### Cell sizes after repair, run 1

Scale bar: 20 um.
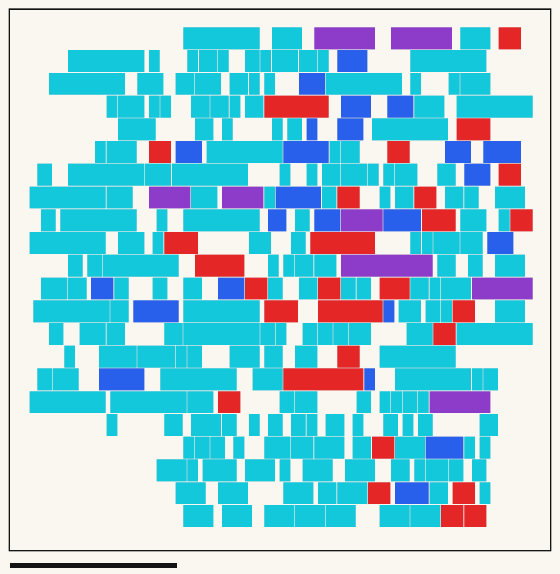
### Routed clock nets over the placement, run 1

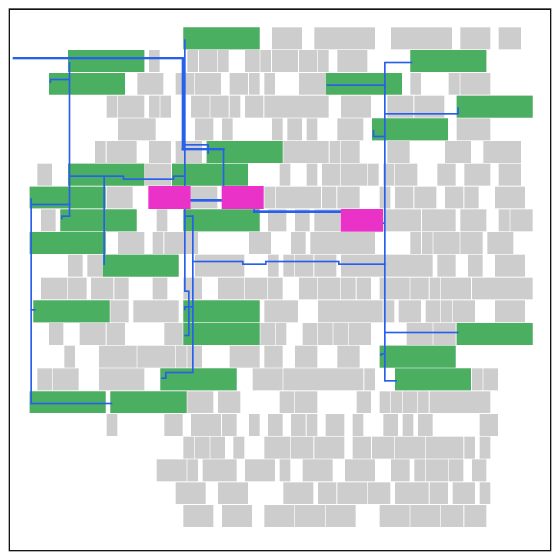
### Signal metal coverage by tile, run 1

Scale bar: 20 um. 13 x 13 tiles, from dark purple (low) to yellow (high), scaled to the fullest tile. Values are wire area over tile area, all layers added.
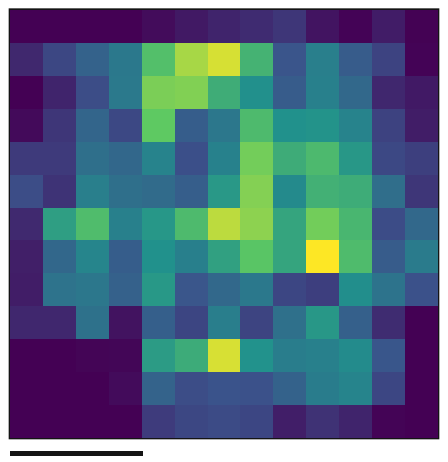
File: src/rtl/mc_control_fsm_if.sv
// Controller <-> datapath/IR/memory bundle for the multi-cycle MIPS32 controller.
// master: the controller (consumes IR fields and mem_ready, drives strobes/status).
// slave : the datapath side (drives IR fields and mem_ready, consumes strobes/status).
interface mc_control_fsm_if;
    logic [5:0] opcode;
    logic [5:0] funct;
    logic [4:0] rt;
    logic       mem_ready;
    logic [2:0] state_o;
    logic       ir_write;
    logic       pc_write;
    logic       pc_write_cond;
    logic       mem_read;
    logic       mem_write;
    logic       reg_write;
    logic       mdu_start;
    logic       retire;
    logic       trap;
    logic [1:0] trap_cause;

    modport master (
        input  opcode, funct, rt, mem_ready,
        output state_o, ir_write, pc_write, pc_write_cond, mem_read, mem_write,
               reg_write, mdu_start, retire, trap, trap_cause
    );

    modport slave (
        output opcode, funct, rt, mem_ready,
        input  state_o, ir_write, pc_write, pc_write_cond, mem_read, mem_write,
               reg_write, mdu_start, retire, trap, trap_cause
    );
endinterface

File: src/rtl/mc_control_fsm.sv
// Multi-cycle MIPS32 controller: steps each instruction through
// FETCH/DECODE/EXEC/MEM/MDU/WB, traps on illegal encodings and memory timeouts.
// Ports: clk, rst_n (async active-low), bus (mc_control_fsm_if.master):
//   in : opcode/funct/rt (IR fields), mem_ready
//   out: state_o, datapath strobes, retire pulse, sticky trap + trap_cause
// Outputs are a Moore decode of the state register, except ir_write/pc_write in
// FETCH and retire in MEM, which also follow mem_ready.
module mc_control_fsm #(
    parameter int unsigned MDU_LAT     = 4,
    parameter int unsigned MEM_TIMEOUT = 15
) (
    input  logic              clk,
    input  logic              rst_n,
    mc_control_fsm_if.master  bus
);
    localparam int unsigned   CNT_W    = 8;
    localparam logic [CNT_W-1:0] MDU_LAST = CNT_W'(MDU_LAT - 1);
    localparam logic [CNT_W-1:0] TO_LAST  = CNT_W'(MEM_TIMEOUT - 1);
    localparam bit            TO_EN    = (MEM_TIMEOUT != 0);

    typedef enum logic [2:0] {
        S_RESET  = 3'd0,
        S_FETCH  = 3'd1,
        S_DECODE = 3'd2,
        S_EXEC   = 3'd3,
        S_MEM    = 3'd4,
        S_MDU    = 3'd5,
        S_WB     = 3'd6,
        S_TRAP   = 3'd7
    } state_e;

    typedef enum logic [2:0] {
        C_ALU, C_JUMP, C_LINK, C_BRANCH, C_LOAD, C_STORE, C_MDU
    } class_e;

    state_e           state_q, state_d;
    class_e           class_q, class_d, dec_class;
    logic             dec_illegal;
    logic [1:0]       cause_q, cause_d;
    logic [CNT_W-1:0] mdu_cnt_q, mdu_cnt_d;
    logic [CNT_W-1:0] wait_cnt_q, wait_cnt_d;

    logic ir_write_c, pc_write_c, pc_write_cond_c, mem_read_c, mem_write_c;
    logic reg_write_c, mdu_start_c, retire_c;

    // Instruction class decode from the IR fields
    always_comb begin
        dec_class   = C_ALU;
        dec_illegal = 1'b0;
        case (bus.opcode)
            6'h00: begin
                case (bus.funct)
                    6'h08:                      dec_class = C_JUMP;
                    6'h09:                      dec_class = C_LINK;
                    6'h11, 6'h13,
                    6'h18, 6'h19, 6'h1A, 6'h1B: dec_class = C_MDU;
                    6'h00, 6'h02, 6'h03, 6'h04, 6'h06, 6'h07, 6'h10, 6'h12,
                    6'h20, 6'h21, 6'h22, 6'h23, 6'h24, 6'h25, 6'h26, 6'h27,
                    6'h2A, 6'h2B:               dec_class = C_ALU;
                    default:                    dec_illegal = 1'b1;
                endcase
            end
            6'h01: begin
                if (bus.rt == 5'd0 || bus.rt == 5'd1) dec_class = C_BRANCH;
                else                                  dec_illegal = 1'b1;
            end
            6'h02:                       dec_class = C_JUMP;
            6'h03:                       dec_class = C_LINK;
            6'h04, 6'h05, 6'h06, 6'h07:  dec_class = C_BRANCH;
            6'h08, 6'h09, 6'h0A, 6'h0B,
            6'h0C, 6'h0D, 6'h0E, 6'h0F:  dec_class = C_ALU;
            6'h20, 6'h21, 6'h22, 6'h23,
            6'h24, 6'h25, 6'h26:         dec_class = C_LOAD;
            6'h28, 6'h29, 6'h2A, 6'h2B,
            6'h2E:                       dec_class = C_STORE;
            default:                     dec_illegal = 1'b1;
        endcase
    end

    // Next-state and strobe decode
    always_comb begin
        state_d         = state_q;
        class_d         = class_q;
        cause_d         = cause_q;
        mdu_cnt_d       = mdu_cnt_q;
        wait_cnt_d      = wait_cnt_q;
        ir_write_c      = 1'b0;
        pc_write_c      = 1'b0;
        pc_write_cond_c = 1'b0;
        mem_read_c      = 1'b0;
        mem_write_c     = 1'b0;
        reg_write_c     = 1'b0;
        mdu_start_c     = 1'b0;
        retire_c        = 1'b0;

        case (state_q)
            S_RESET: state_d = S_FETCH;
            S_FETCH: begin
                mem_read_c = 1'b1;
                if (bus.mem_ready) begin
                    ir_write_c = 1'b1;
                    pc_write_c = 1'b1;
                    state_d    = S_DECODE;
                end else if (TO_EN && wait_cnt_q == TO_LAST) begin
                    state_d = S_TRAP;
                    cause_d = 2'd2;
                end else begin
                    wait_cnt_d = wait_cnt_q + CNT_W'(1);
                end
            end
            S_DECODE: begin
                class_d = dec_class;
                if (dec_illegal) begin
                    state_d = S_TRAP;
                    cause_d = 2'd1;
                end else begin
                    state_d = S_EXEC;
                end
            end
            S_EXEC: begin
                case (class_q)
                    C_JUMP: begin
                        pc_write_c = 1'b1;
                        retire_c   = 1'b1;
                        state_d    = S_FETCH;
                    end
                    C_LINK: begin
                        pc_write_c = 1'b1;
                        state_d    = S_WB;
                    end
                    C_BRANCH: begin
                        pc_write_cond_c = 1'b1;
                        retire_c        = 1'b1;
                        state_d         = S_FETCH;
                    end
                    C_LOAD, C_STORE: state_d = S_MEM;
                    C_MDU: begin
                        mdu_start_c = 1'b1;
                        state_d     = S_MDU;
                    end
                    default: state_d = S_WB;
                endcase
            end
            S_MEM: begin
                mem_read_c  = (class_q == C_LOAD);
                mem_write_c = (class_q != C_LOAD);
                if (bus.mem_ready) begin
                    if (class_q == C_LOAD) begin
                        state_d = S_WB;
                    end else begin
                        retire_c = 1'b1;
                        state_d  = S_FETCH;
                    end
                end else if (TO_EN && wait_cnt_q == TO_LAST) begin
                    state_d = S_TRAP;
                    cause_d = 2'd3;
                end else begin
                    wait_cnt_d = wait_cnt_q + CNT_W'(1);
                end
            end
            S_MDU: begin
                if (mdu_cnt_q == MDU_LAST) begin
                    retire_c = 1'b1;
                    state_d  = S_FETCH;
                end else begin
                    mdu_cnt_d = mdu_cnt_q + CNT_W'(1);
                end
            end
            S_WB: begin
                reg_write_c = 1'b1;
                retire_c    = 1'b1;
                state_d     = S_FETCH;
            end
            S_TRAP:  state_d = S_TRAP;
            default: state_d = S_RESET;
        endcase

        // Counters restart on every entry into their waiting states
        if (state_d != state_q && (state_d == S_FETCH || state_d == S_MEM)) begin
            wait_cnt_d = '0;
        end
        if (state_d == S_MDU && state_q != S_MDU) begin
            mdu_cnt_d = '0;
        end
    end

    // State and counter registers
    always_ff @(posedge clk or negedge rst_n) begin
        if (!rst_n) begin
            state_q    <= S_RESET;
            class_q    <= C_ALU;
            cause_q    <= 2'd0;
            mdu_cnt_q  <= '0;
            wait_cnt_q <= '0;
        end else begin
            state_q    <= state_d;
            class_q    <= class_d;
            cause_q    <= cause_d;
            mdu_cnt_q  <= mdu_cnt_d;
            wait_cnt_q <= wait_cnt_d;
        end
    end

    assign bus.state_o       = state_q;
    assign bus.ir_write      = ir_write_c;
    assign bus.pc_write      = pc_write_c;
    assign bus.pc_write_cond = pc_write_cond_c;
    assign bus.mem_read      = mem_read_c;
    assign bus.mem_write     = mem_write_c;
    assign bus.reg_write     = reg_write_c;
    assign bus.mdu_start     = mdu_start_c;
    assign bus.retire        = retire_c;
    assign bus.trap          = (state_q == S_TRAP);
    assign bus.trap_cause    = cause_q;
endmodule

File: src/flat_wrapper.sv
// flat-port wrapper written by rule: the top's interface ports become plain ports
module mc_control_fsm_flat 
#(
    parameter int unsigned MDU_LAT     = 4,
    parameter int unsigned MEM_TIMEOUT = 15
)
  (clk, rst_n, bus_opcode, bus_funct, bus_rt, bus_mem_ready, bus_state_o, bus_ir_write, bus_pc_write, bus_pc_write_cond, bus_mem_read, bus_mem_write, bus_reg_write, bus_mdu_start, bus_retire, bus_trap, bus_trap_cause);
  mc_control_fsm_if bus_i ();
  input  logic clk;
  input  logic rst_n;
  input wire logic [$bits(bus_i.opcode)-1:0] bus_opcode;
  input wire logic [$bits(bus_i.funct)-1:0] bus_funct;
  input wire logic [$bits(bus_i.rt)-1:0] bus_rt;
  input wire logic [$bits(bus_i.mem_ready)-1:0] bus_mem_ready;
  output wire logic [$bits(bus_i.state_o)-1:0] bus_state_o;
  output wire logic [$bits(bus_i.ir_write)-1:0] bus_ir_write;
  output wire logic [$bits(bus_i.pc_write)-1:0] bus_pc_write;
  output wire logic [$bits(bus_i.pc_write_cond)-1:0] bus_pc_write_cond;
  output wire logic [$bits(bus_i.mem_read)-1:0] bus_mem_read;
  output wire logic [$bits(bus_i.mem_write)-1:0] bus_mem_write;
  output wire logic [$bits(bus_i.reg_write)-1:0] bus_reg_write;
  output wire logic [$bits(bus_i.mdu_start)-1:0] bus_mdu_start;
  output wire logic [$bits(bus_i.retire)-1:0] bus_retire;
  output wire logic [$bits(bus_i.trap)-1:0] bus_trap;
  output wire logic [$bits(bus_i.trap_cause)-1:0] bus_trap_cause;
  assign bus_i.opcode = bus_opcode;
  assign bus_i.funct = bus_funct;
  assign bus_i.rt = bus_rt;
  assign bus_i.mem_ready = bus_mem_ready;
  assign bus_state_o = bus_i.state_o;
  assign bus_ir_write = bus_i.ir_write;
  assign bus_pc_write = bus_i.pc_write;
  assign bus_pc_write_cond = bus_i.pc_write_cond;
  assign bus_mem_read = bus_i.mem_read;
  assign bus_mem_write = bus_i.mem_write;
  assign bus_reg_write = bus_i.reg_write;
  assign bus_mdu_start = bus_i.mdu_start;
  assign bus_retire = bus_i.retire;
  assign bus_trap = bus_i.trap;
  assign bus_trap_cause = bus_i.trap_cause;
  mc_control_fsm #(.MDU_LAT(MDU_LAT), .MEM_TIMEOUT(MEM_TIMEOUT)) u_core (.clk(clk), .rst_n(rst_n), .bus(bus_i));
endmodule
File: config.mk
export PLATFORM = sky130hd
export DESIGN_NAME = mc_control_fsm_flat
export DESIGN_NICKNAME = d
export VERILOG_FILES = /design/src/rtl/mc_control_fsm_if.sv /design/src/rtl/mc_control_fsm.sv /design/src/flat_wrapper.sv
export SDC_FILE = /design/constraint.sdc
export NUM_CORES = 1
export LEC_CHECK = 0
export CORE_MARGIN = 2
export CORE_UTILIZATION = 53
export CTS_CLUSTER_DIAMETER = 30
export DETAILED_ROUTE_END_ITERATION = 8
export HOLD_SLACK_MARGIN = 0.15
export PLACE_DENSITY = 0.77
export SLEW_MARGIN = 20
export SYNTH_ARGS = -nofsm -noshare
export SYNTH_HDL_FRONTEND = slang
export SYNTH_SLANG_ARGS = --single-unit
export TNS_END_PERCENT = 50
File: constraint.sdc
create_clock -name clk -period 2.6 [get_ports clk]
set_clock_uncertainty 0.05 [all_clocks]
set_input_delay 0.39 -clock clk [delete_from_list [all_inputs] [get_ports clk]]
set_output_delay 0.39 -clock clk [all_outputs]
set_load 0.05 [all_outputs]
==> reports/results.ini, run 1 <==
[layout]
drive_gt1_frac=0.228
reg_top3=u_core.mdu_cnt_q: 8 flops, u_core.wait_cnt_q: 8 flops
n_antenna_cell=0

[power_and_ir_drop]
p_clk_frac=0.130
power_switching_mw=1.22
finalPower_mw=2.54
pg_comb_mw=1.55
power.share.sequential=0.261

[setup_path]
path_cells=inv_1, nor2_1, clkdlybuf4s50_1
critical-path-max-stage-delay_ns=0.81
crit_path_end=bus_trap
cp_num_buf_inv=2
worst-path-max-fanout=10
cp_num_cells=3

[clocking]
cts_tree=built
postCtsSetupRepairBufs=0
cts_max_path_buffers=2
cts_hold_buffers=0

[synthesis]
synthArstFlopShare=1.00
yosys_area_mm2=0.00195
top_cells_by_area=dfrtp_1 (31%), nor2_1 (5.2%), nor3_1 (3.6%), nand4_1 (3.5%), nand2_1 (3.3%)
edf_count=0
yosysTopAreaCellShare=0.309
syn-mean-instance-area_um2=8.80
most_common_cell=nor2_1
syn_inst=221

[place]
dp_slack_ns=0.0262
port_buffers=32
routabilityCongestion=0.904

[drt]
wire_per_inst_um=14.3
drtPass1Iterations=4
met2WireLength_um=2080
top_layer=met4
ant_nets=0
avgViaCountPerCell=5.78
drt_iter0_markers=110

[run_status]
outcome=finished clean

[run]
cap_violations=0

[hold_path]
hold_class=primary input to asynchronous set/reset pin

[global_route]
use_met2=0.389

[die]
die-height_um=64.6

[timing]
fin_ws_ns=0.196

About 'Cell sizes after repair':
[drive 6 and up] purple | cells: 8 | share: 3.0%
[drive 2] blue | cells: 24 | share: 9.1%
[drive 1 or less] cyan | cells: 203 | share: 77%
[drive 3 to 4] red | cells: 28 | share: 11%

About 'Routed clock nets over the placement':
[flip-flops] green | count: 24
[cells driving clock nets] magenta | count: 3
[clock wires] blue | length: 318 um
routed clock nets: 4

About 'Signal metal coverage by tile':
nearly empty tiles: 14%
mean over tiles: 0.17
emptiest ninth of the die: bottom left

[run 1: through the flow]
step	instances	hold WS (ns)
floorplan	221	0.0444
global placement	307	0.497
detailed placement	307	0.499
CTS	311	0.430
global route	311	0.447
finish	311	0.418
[run 1: final cells by class]
| class | instances | share of cell area |
|---|---|---|
| well taps | 48 | 0.0243 |
| multi-input cells | 178 | 0.503 |
| inverters | 11 | 0.0167 |
| repair buffers | 46 | 0.184 |
| clock buffers | 3 | 0.0167 |
| flip-flops and latches | 24 | 0.243 |
| clock inverters | 1 | 0.0121 |
[run 1: cell families after synthesis]
logic type	count (synthesis)
flops	24
buf+inv	19
xor+xnor	10
compound gates	47
simple gates	114
fa+ha+maj	3
mux	4
==> run 1 -> run 2 <==
- MAX_ROUTING_LAYER: not set -> met4
### Placed standard cells, run 2

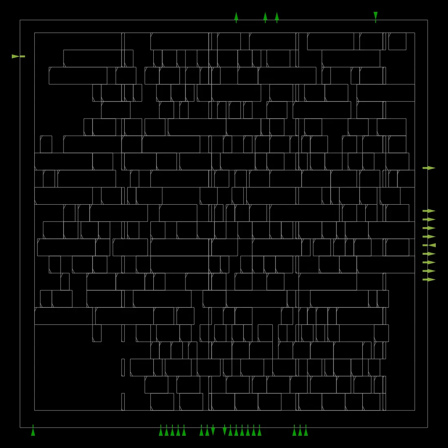
fraction of area in registers: 0.243
Core ar.: 0.00361 mm^2
Cell Rows: 22
final cell count without fillers: 311

### Signal metal coverage by tile, run 2

Scale bar: 20 um. 13 x 13 tiles, from dark purple (low) to yellow (high), scaled to the fullest tile. Values are wire area over tile area, all layers added.
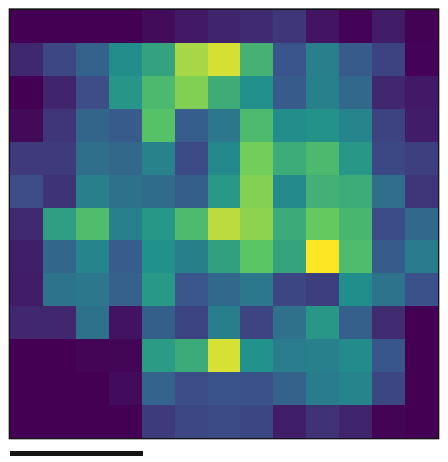
mean over tiles: 0.17
tiles over half the peak: 23%
emptiest ninth of the die: bottom left

==> run 2 against run 1 <==
Against the previous run:
- combinational power about the same
- via count about the same
- area after synthesis unchanged
- cell count unchanged
- die size unchanged
- design area unchanged
- maximum frequency increased by 0.14%
- sequential share of layout area unchanged
- flip-flop count unchanged
- register-to-register slack about the same
- synthesized cell count unchanged
- global-route usage increased by 0.65 points
- largest cell class unchanged
==> reports/results.ini, run 2 <==
[run_status]
outcome=finished clean

[global_route]
use_met2=0.389

[place]
dp_slack_ns=0.0262
placed_cells=307
routabilityCongestion=0.919
port_buffers=32

[timing]
fin_ws_ns=0.200
setup_tns_ns=0
hold_ws_ns=0.418

[drt]
drtPass1Iterations=4
top_layer=met4
wire_per_inst_um=14.3
drt_iter0_markers=106
met2WireLength_um=2080
avgViaCountPerCell=5.77
ant_nets=0

[synthesis]
synthArstFlopShare=1.00
most_common_cell=nor2_1
top_cells_by_area=dfrtp_1 (31%), nor2_1 (5.2%), nor3_1 (3.6%), nand4_1 (3.5%), nand2_1 (3.3%)
edf_count=0
simple_gate_area_frac=0.348
syn-mean-instance-area_um2=8.80
yosys_warnings=0
ys_sh_xor=0.0450
yosysTopAreaCellShare=0.309
syn_inst=221
ys_sh_mux=0.0212
netlist_top_cells_count=nor2_1 (27), dfrtp_1 (24), nand2_1 (17)

[setup_path]
critical-path-max-stage-delay_ns=0.81
worst-path-max-fanout=10
cp_num_cells=3
cp_num_buf_inv=2
crit_path_end=bus_trap
critPathKind=flop to output pin
path_cells=inv_1, nor2_1, clkdlybuf4s50_1

[layout]
drive_gt1_frac=0.228
layout_top_cell=nor2_1
reg_top3=u_core.mdu_cnt_q: 8 flops, u_core.wait_cnt_q: 8 flops
n_antenna_cell=0

[die]
die-height_um=64.6

[run]
cap_violations=0

[clocking]
cts_tree=built
postCtsSetupRepairBufs=0
cts_hold_buffers=0
cts_max_path_buffers=2

[hold_path]
hold_class=primary input to asynchronous set/reset pin

[power_and_ir_drop]
finalPower_mw=2.54

### Cell sizes after repair, run 2

Scale bar: 20 um.
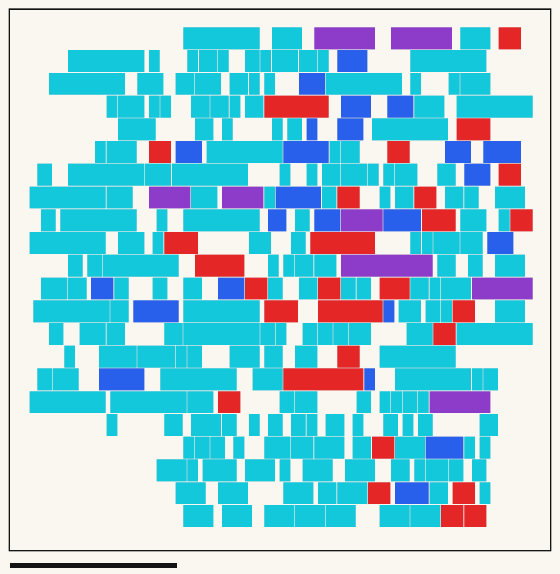
[drive 6 and up] purple | cells: 8 | share: 3.0%
[drive 1 or less] cyan | cells: 203 | share: 77%
[drive 3 to 4] red | cells: 28 | share: 11%
[drive 2] blue | cells: 24 | share: 9.1%

==> run 2: worst register-to-register path: cells and delay by family, from the launching register on <==
family | cells | cell delay, ns
simple gates | 3 | 0.80
compound gates | 3 | 0.78
flops | 1 | 0.56
==> run 2: layout make-up <==
| cell class | instances | area (um^2) |
|---|---|---|
| Clock buffer | 3 | 41.3 |
| Clock inverter | 1 | 30.0 |
| Fill cell | 298 | 1130 |
| Inverter | 11 | 41.3 |
| Multi-Input combinational cell | 178 | 1240 |
| Sequential cell | 24 | 601 |
| Tap cell | 48 | 60.1 |
| Timing Repair Buffer | 46 | 455 |
==> run 2: power by group <==
group | internal [mW] | switching [mW]
Combinational | 0.630 | 0.915
Clock | 0.206 | 0.125
Sequential | 0.480 | 0.183
Total | 1.32 | 1.22
Power is estimated from default activity; no workload was simulated.
